File: src/rtl/mul_const_23_serial.sv
`default_nettype none
// ============================================================================
// Module   : mul_const_23_serial
// Purpose  : Rebuilds a dividend from a divide-by-23 quotient/remainder pair:
//            out_y = in_q*23 + in_r. The product is formed serially, one
//            quotient nibble per cycle, with the remainder as the initial
//            carry-in. Handshaked on both sides; one operation in flight.
// Options  : define MUL23_RANGE_CHECK_EN to add the out_err port, which flags
//            a remainder outside 0..22.
// Revision : 1.0 - initial release
// ============================================================================
module mul_const_23_serial #(
   parameter int W = 64
) (
   input  logic         clk,
   input  logic         rst_n,
   input  logic         in_valid,
   output logic         in_ready,
   input  logic [W-1:0] in_q,
   input  logic [4:0]   in_r,
   output logic         out_valid,
   input  logic         out_ready,
   output logic [W+4:0] out_y
`ifdef MUL23_RANGE_CHECK_EN
   ,
   output logic         out_err
`endif
);

   localparam int NIB = W / 4;
   localparam int CW  = (NIB > 1) ? $clog2(NIB) : 1;
   localparam logic [CW-1:0] LAST_NIB = CW'(NIB - 1);

   localparam logic [1:0] S_IDLE = 2'd0;
   localparam logic [1:0] S_RUN  = 2'd1;
   localparam logic [1:0] S_DONE = 2'd2;

   logic [1:0]    state;
   logic [1:0]    next_state;
   logic [W-1:0]  shreg;   // remaining quotient nibbles, current one at [3:0]
   logic [4:0]    carry;   // bounded to 0..31 on load, 0..23 afterwards
   logic [CW-1:0] cnt;
   logic [8:0]    nib9;
   logic [8:0]    p;
   logic          last;

   assign last = (cnt == LAST_NIB);

   // One digit step: 15*23 + 31 = 376 fits in 9 bits, so p[8:4] never exceeds 23.
   always_comb begin
      nib9 = {5'd0, shreg[3:0]};
      p    = (nib9 * 9'd23) + {4'd0, carry};
   end

   // State register.
   always_ff @(posedge clk or negedge rst_n) begin
      if (!rst_n) state <= S_IDLE;
      else        state <= next_state;
   end

   // Next-state logic: accept in IDLE, step W/4 nibbles in RUN, hold in DONE.
   always_comb begin
      next_state = state;
      case (state)
         S_IDLE:  if (in_valid)  next_state = S_RUN;
         S_RUN:   if (last)      next_state = S_DONE;
         S_DONE:  if (out_ready) next_state = S_IDLE;
         default:                next_state = S_IDLE;
      endcase
   end

   // Handshake outputs decode directly from state so reset acts on them at once.
   always_comb begin
      in_ready  = (state == S_IDLE);
      out_valid = (state == S_DONE);
   end

   // Datapath: load operands on accept, then produce one result nibble per cycle.
   // Result nibbles enter at the top of out_y[W-1:0] and shift down, so after
   // W/4 steps nibble k sits at bits [4k+3:4k]; the top field tracks the carry
   // and holds the final carry once the last nibble is done.
   always_ff @(posedge clk or negedge rst_n) begin
      if (!rst_n) begin
         shreg <= '0;
         carry <= '0;
         cnt   <= '0;
         out_y <= '0;
      end else begin
         case (state)
            S_IDLE: begin
               if (in_valid) begin
                  shreg <= in_q;
                  carry <= in_r;
                  cnt   <= '0;
               end
            end
            S_RUN: begin
               shreg          <= shreg >> 4;
               carry          <= p[8:4];
               cnt            <= cnt + 1'b1;
               out_y[W-1:0]   <= {p[3:0], out_y[W-1:4]};
               out_y[W+4:W]   <= p[8:4];
            end
            default: ;
         endcase
      end
   end

`ifdef MUL23_RANGE_CHECK_EN
   // Remainder range flag: captured on accept, held through DONE, cleared on consume.
   always_ff @(posedge clk or negedge rst_n) begin
      if (!rst_n)
         out_err <= 1'b0;
      else if ((state == S_IDLE) && in_valid)
         out_err <= (in_r >= 5'd23);
      else if ((state == S_DONE) && out_ready)
         out_err <= 1'b0;
   end
`endif

endmodule
`default_nettype wire

File: config.mk
export PLATFORM = sky130hd
export DESIGN_NAME = mul_const_23_serial
export DESIGN_NICKNAME = d
export VERILOG_FILES = /design/src/rtl/mul_const_23_serial.sv
export SDC_FILE = /design/constraint.sdc
export NUM_CORES = 1
export LEC_CHECK = 0
export CORE_ASPECT_RATIO = 1.25
export CORE_MARGIN = 1.5
export CORE_UTILIZATION = 28
export DETAILED_ROUTE_END_ITERATION = 16
export PLACE_DENSITY = 0.53
export SYNTH_ARGS = -nofsm -noshare
export SYNTH_HDL_FRONTEND = slang
export SYNTH_SLANG_ARGS = --single-unit
File: constraint.sdc
create_clock -name clk -period 4.2 [get_ports clk]
set_clock_uncertainty 0.2 [all_clocks]
set_input_delay 0.84 -clock clk [delete_from_list [all_inputs] [get_ports clk]]
set_output_delay 0.84 -clock clk [all_outputs]
set_load 0.02 [all_outputs]
### Local utilization, run 1

Scale bar: 50 um. The die is cut into 14 by 17 equal tiles; black is low, pale yellow is high, 0 to 100% covered.
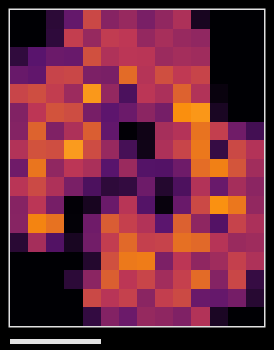
- tiles over 75% full: 2.1%
- nearly empty tiles: 17%
- mean over tiles: 35%

### Placement by cell class, run 1

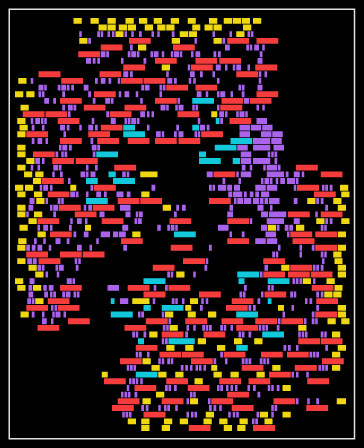
- remaining logic cells: purple (cells 561; share of their area 32%)
- remaining buffers and delay cells: yellow (cells 152; share of their area 18%)
- sequential cells: red (cells 144; share of their area 43%)
- clock drivers and dummy loads: cyan (cells 31; share of their area 6.8%)

### Routing congestion, run 1

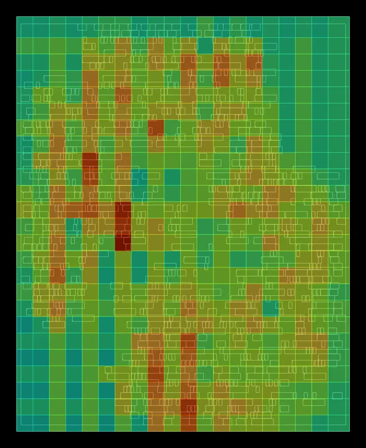
GR met2 Demand/Resource: 24.4%
Final Core Density: 38.1%
routed wire length per instance: 13.7 um
met1 Usage GRT: 16.9%

==> Changelog: implementation, run 1 <==
### Changed

- Wirelength, routed: roughly 16000 um
- Dpl cell area: ~8200 um2
- Fill cell instance count of the final layout: ~2400
- Largest register FFs: 69
- Kind of capture point of the worst setup path: flip-flop
- Outcome: finished clean
- Length of the first detailed-routing pass in iterations: 4
- AND-OR/OR-AND share of the synthesized area: 9.60%
- Number of vias in the routed layout: between 5000 and 6000
- Number of warning messages in the yosys log: 0
- Fraction of standard cell area that is sequential: roughly two fifths
- Largest contributor to cell area by class: sequential cells
- Post-route setup TNS: 0 ps
- Max-cap violation count: 0
- Clock Sink Count: around 140
- Number of hold violations in the final report: 0
- Largest combinational cell category by area: simple AND/OR/NAND/NOR gates
- CP required: between 4000 and 5000 ps
- Total number of multi-input combinational cells: roughly 550
- Highest fanout seen on the critical path: 5
- Overall die width: between 100 and 150 um
- Setup repair after global routing missed its margin: false
- Clock-pin slew on the worst setup and hold paths: around 60 ps
- OpenROAD warning count: 26
- Overall die height: ~170 um
- Kind of cell with the highest combined delay on the critical path: adder cells
- Chip area line of the yosys report: between 6000 and 7000 um2
- CTS tree: done
- Number of clock-tree buffers in the layout: 20
- Leading cell types in the layout, fill and taps excluded: sky130_fd_sc_hd__nand2_1, sky130_fd_sc_hd__dfrtp_1, sky130_fd_sc_hd__clkdlybuf4s50_1, sky130_fd_sc_hd__nor2_1, sky130_fd_sc_hd__a31oi_1
- Tap Cells: 288
- Total clock buffers created by CTS: 17
- Number of antenna violations at the first check in global routing: 2
- Placement-stage worst setup slack: about 750 ps
- Vias in the first global route: 5303
- Placeable core region: about 23000 um2
- Final WS setup: 761 ps
- Count of non-CTS buffers in the layout: approximately 150
- Share of the cycle needed by the critical path after routing: 81.9%
- Top logic cell by instance count in the layout: sky130_fd_sc_hd__nand2_1
- Quantity of hold-fixing buffers added after cts: 0
- Final weighted congestion of routability-driven global placement: around 0.79
- Gates resized, CTS repair: 0
- Distinct cells, synth: 36
- Type of origin of the critical path: flip-flop
- Multiplexer share of the synthesized area: 0.304%
- Largest Register: out_y
- Final setup fails: 0
-- run 1: cells in the mapped netlist (all sizes together) --
cell type	count	area share, %
o21a	1	0.11
buf	43	3.8
nand3	1	0.076
clkbuf	3	0.17
a21oi	15	1.1
a31oi	60	5.7
and2	3	0.29
a21o	4	0.46
fa	6	1.8
nor3	2	0.15
nor2	69	4.1
ha	21	4.0
nand2	327	19
o22ai	1	0.19
dfrtp	144	55
o21ba	1	0.15
a22oi	3	0.34
o21ai	11	0.84
and2b	1	0.11
mux2i	2	0.30
xnor2	2	0.27
a22o	2	0.27
nand2b	2	0.19
inv	15	0.86
o31ai	1	0.11
nand4	1	0.095
a211oi	1	0.11
nor2b	6	0.57
o2111a	1	0.17
or2	2	0.19
-- run 1: worst paths after layout --
kind | endpoint | slack, ps | cells past startpoint
max reg2reg | carry[3]$_DFFE_PN0P_ | 760 | 11
min | out_y[16]$_DFFE_PN0P_ | 220 | 1
max | carry[3]$_DFFE_PN0P_ | 760 | 11
max in group asynchronous | shreg[40]$_DFFE_PN0P_ | 2780 | 2
min in group clk | out_y[1]$_DFFE_PN0P_ | 270 | 2
min reg2reg | out_y[1]$_DFFE_PN0P_ | 270 | 2
-- run 1: metal layers --
metal	part of all wire [%]	track usage, %	wire (um)
met4	1.1	4.08	176
met5	0.081	0	13
met3	4.3	3.64	699
met2	50	24.4	8070
met1	44	16.9	7160
-- run 1: through the flow --
step,utilization (%),cells,hold WS [ps]
final,38.1,1177,220
after global routing,38.1,1176,266
after CTS,38.1,1176,258
after detailed placement,35.7,1145,261
after global placement,35.7,1145,260
after floorplan,-,751,262
-- run 1: logic make-up after synthesis --
family	count (synthesis)
multiplexers	2
AND-OR/OR-AND	101
flip-flops	144
adder cells (fa/ha/maj)	27
XOR/XNOR	2
AND/OR/NAND/NOR	414
buffers and inverters	61
==> run 1 -> run 2 <==
- PLACE_DENSITY: 0.53 -> 0.55
- clock period: 4.2 -> 3 ns (I/O delays scaled with it)
### Routing congestion, run 2

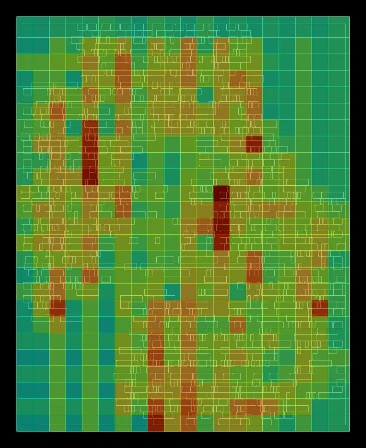
met3 GRT Util: 3.50%
overall global routing resource usage: 14.0%
GR met2 Demand/Resource: 22.8%
routed wire length per instance: 13.7 um
GRT Max-Usage Layer: met2

### Port wiring, run 2

Scale bar: 50 um.
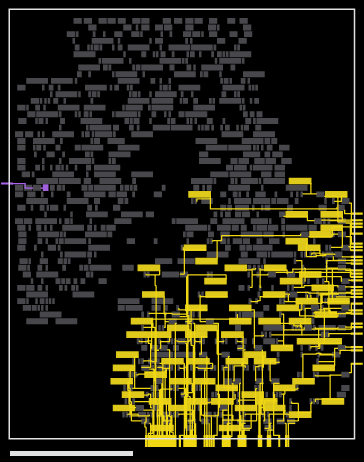
- out_ready: purple (direction input; edge left; end cells 1; buffers 1; wire 11.8 um)
- out_y: yellow (direction output; edge 41 bottom, 28 right; end cells 69; buffers 69; wire 2730 um)

==> run 2 against run 1 <==
The run now ends with setup timing left. Sequential share of layout area down 1.8 points. Worst hold slack better by 48 ps. Clock-buffer cell count down 1. Cell count rose by 2.0%. Critical path type unchanged. Critical endpoint unchanged. Largest cell class unchanged. Highest routed layer unchanged.
==> Changelog: implementation, run 2 <==
### Changed

- Number of warning messages in the yosys log: 0
- EDFF count, synth: 0
- Synth top cell by count: sky130_fd_sc_hd__nand2_1
- Length of the first detailed-routing pass in iterations: 4
- Largest net degree at the start of global routing: between 60 and 70
- Count of final max-slew check failures: 0
- Register-to-Register Setup Slack: -220 ps
- Hold Path Sink: out_y[67]$_DFFE_PN0P_
- Outcome: finished with violations
- Share of post-route cells with drive strength above 1: between 10 and 15%
- CP required: between 3000 and 4000 ps
- Library cell occupying the most area in the post-synthesis netlist: sky130_fd_sc_hd__dfrtp_1
- Number of standard cells after synthesis: about 750
- Post-synth top cells: sky130_fd_sc_hd__nand2_1, sky130_fd_sc_hd__dfrtp_1, sky130_fd_sc_hd__nor2_1
- Type of origin of the critical path: flip-flop
- Number of antenna violations at the first check in global routing: 2
- Top post-synthesis cells by area: sky130_fd_sc_hd__dfrtp_1, sky130_fd_sc_hd__nand2_1, sky130_fd_sc_hd__a31oi_1, sky130_fd_sc_hd__ha_1, sky130_fd_sc_hd__nor2_1
- Share of flip-flops with an asynchronous set or reset after synthesis: 100%
- Dpl cell area: about 8500 um2
- Wirelength, routed: 16400 um
- Capturing point of the worst reg2reg path: carry[3]$_DFFE_PN0P_
- Worst-Skew Late Latency: roughly 420 ps
- Gates resized, CTS repair: 4
- Met1 Usage GRT: between 10% and 20%
- Final Core Density: 39.9%
- Placement-stage worst setup slack: -231 ps
- Leading cell types in the layout, fill and taps excluded: sky130_fd_sc_hd__nand2_1, sky130_fd_sc_hd__dfrtp_1, sky130_fd_sc_hd__clkdlybuf4s50_1, sky130_fd_sc_hd__nor2_1, sky130_fd_sc_hd__a31oi_1
- Number of placement rows: around 62
- Finished Layout Cells: 1201
- Largest register FFs: 69
- Top logic cell by instance count in the layout: sky130_fd_sc_hd__nand2_1
- Number of vias in the routed layout: approximately 5400
- Cells on worst reg2reg path: 11
- Total clock buffers created by CTS: 17
- Highest fanout seen on the critical path: 3
- Final Hold Slack: about 270 ps
- Chip area line of the yosys report: between 6000 and 7000 um2
- Vias in the first global route: around 5400
- Mapped Nets: around 850
- Share of the cycle needed by the critical path after routing: 107%
- Worst-path cell chain: fa_2 > fa_1 > inv_1 > fa_1 > inv_2 > ha_4 > o21ai_2 > o21ba_4 > o22ai_4 > mux2i_2 > a22oi_1
- Final WS setup: -219 ps
- Placed insts: between 1000 and 1500
- Setup repair after global routing missed its margin: true
- Distinct cells, synth: 36
- CTS tree: done
- Number of nets in the final layout: roughly 1000
- Overall chip area: around 24000 um2
- Cells in synth_stat.txt: 751
- Quantity of hold-fixing buffers added after cts: 1
- Clock Sink Count: approximately 140
- Hold Path Depth: 2
- Overall die width: ~140 um
- Clock-pin slew on the worst setup and hold paths: about 60 ps
- Min-Delay Path Class: flip-flop to flip-flop
- Post-route setup TNS: -1030 ps
- Max-cap violation count: 0
- Largest Register: out_y
- Kind of cell with the highest combined delay on the critical path: adder cells
- Final setup fails: 10
- Prevailing post-synth register cell: sky130_fd_sc_hd__dfrtp_1
- Ys flops: roughly 140
- Number of buffers added for setup after CTS: 3
- Overall die height: 174 um
- Number of hold violations in the final report: 0
- OpenROAD warning count: 29
- Kind of capture point of the worst setup path: flip-flop
- Timing-limited maximum frequency: just over 300 MHz
- Final weighted congestion of routability-driven global placement: around 0.76
- Violated checks: setup timing
- Area share of the largest cell type after synthesis: between 50% and 60%
- Placeable core region: 23000 um2
- Clock root buffer: sky130_fd_sc_hd__clkbuf_16
### Local utilization, run 2

Scale bar: 50 um. The die is cut into 14 by 17 equal tiles; black is low, pale yellow is high, 0 to 100% covered.
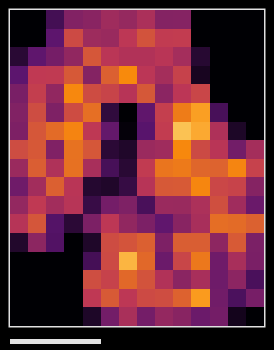
- fullest tile: 87%
- tiles over 75% full: 2.1%
- nearly empty tiles: 19%
- mean over tiles: 36%
- emptiest ninth of the die: bottom left

==> run 2: logic make-up after synthesis <==
| family | after synthesis | synth area share [%] |
|---|---|---|
| DFF | 144 | 54.8 |
| muxes | 2 | 0.304 |
| buffers and inverters | 61 | 4.85 |
| xor gates and xnor gates | 2 | 0.266 |
| and+or+nand+nor | 414 | 24.4 |
| AOI/OAI and AO/OA | 101 | 9.60 |
| adders and majority gates | 27 | 5.82 |
==> run 2: how the worst max path moves through the flow <==
stage / start / endpoint / slack, ps / cells after the start
6_report: shreg[3]$_DFFE_PN0P_ / carry[3]$_DFFE_PN0P_ / -220 / 11
5_1_grt: shreg[3]$_DFFE_PN0P_ / carry[3]$_DFFE_PN0P_ / -310 / 11
4_1_cts: shreg[3]$_DFFE_PN0P_ / carry[3]$_DFFE_PN0P_ / -210 / 11
3_5_place_dp: shreg[2]$_DFFE_PN0P_ / carry[3]$_DFFE_PN0P_ / -230 / 11
3_3_place_gp: shreg[2]$_DFFE_PN0P_ / carry[3]$_DFFE_PN0P_ / -210 / 11
2_1_floorplan: shreg[3]$_DFFE_PN0P_ / carry[3]$_DFFE_PN0P_ / -90 / 11
==> run 2: cell type report <==
cell class | count | area [um2]
clock inverter | 13 | 131
timing repair buffer | 175 | 1800
sequential | 144 | 3600
antenna | 1 | 2.50
multi-input combinational | 546 | 2800
fill | 2315 | 13800
inverter | 15 | 56.3
tap | 288 | 360
clock buffer | 19 | 443
==> run 2: per-layer routing <==
metal  up-vias  share of wire [%]
li1       2718                  -
met1      2516                 46
met2       101                 48
met3        17                4.1
met4         2                1.4
met5         -              0.079
==> run 2: tightest hold or removal path, stage by stage, from the launching register on <==
cell	delay [ps]
sky130_fd_sc_hd__dfrtp_1	340
sky130_fd_sc_hd__nand2_1	50
sky130_fd_sc_hd__nand2_1	50
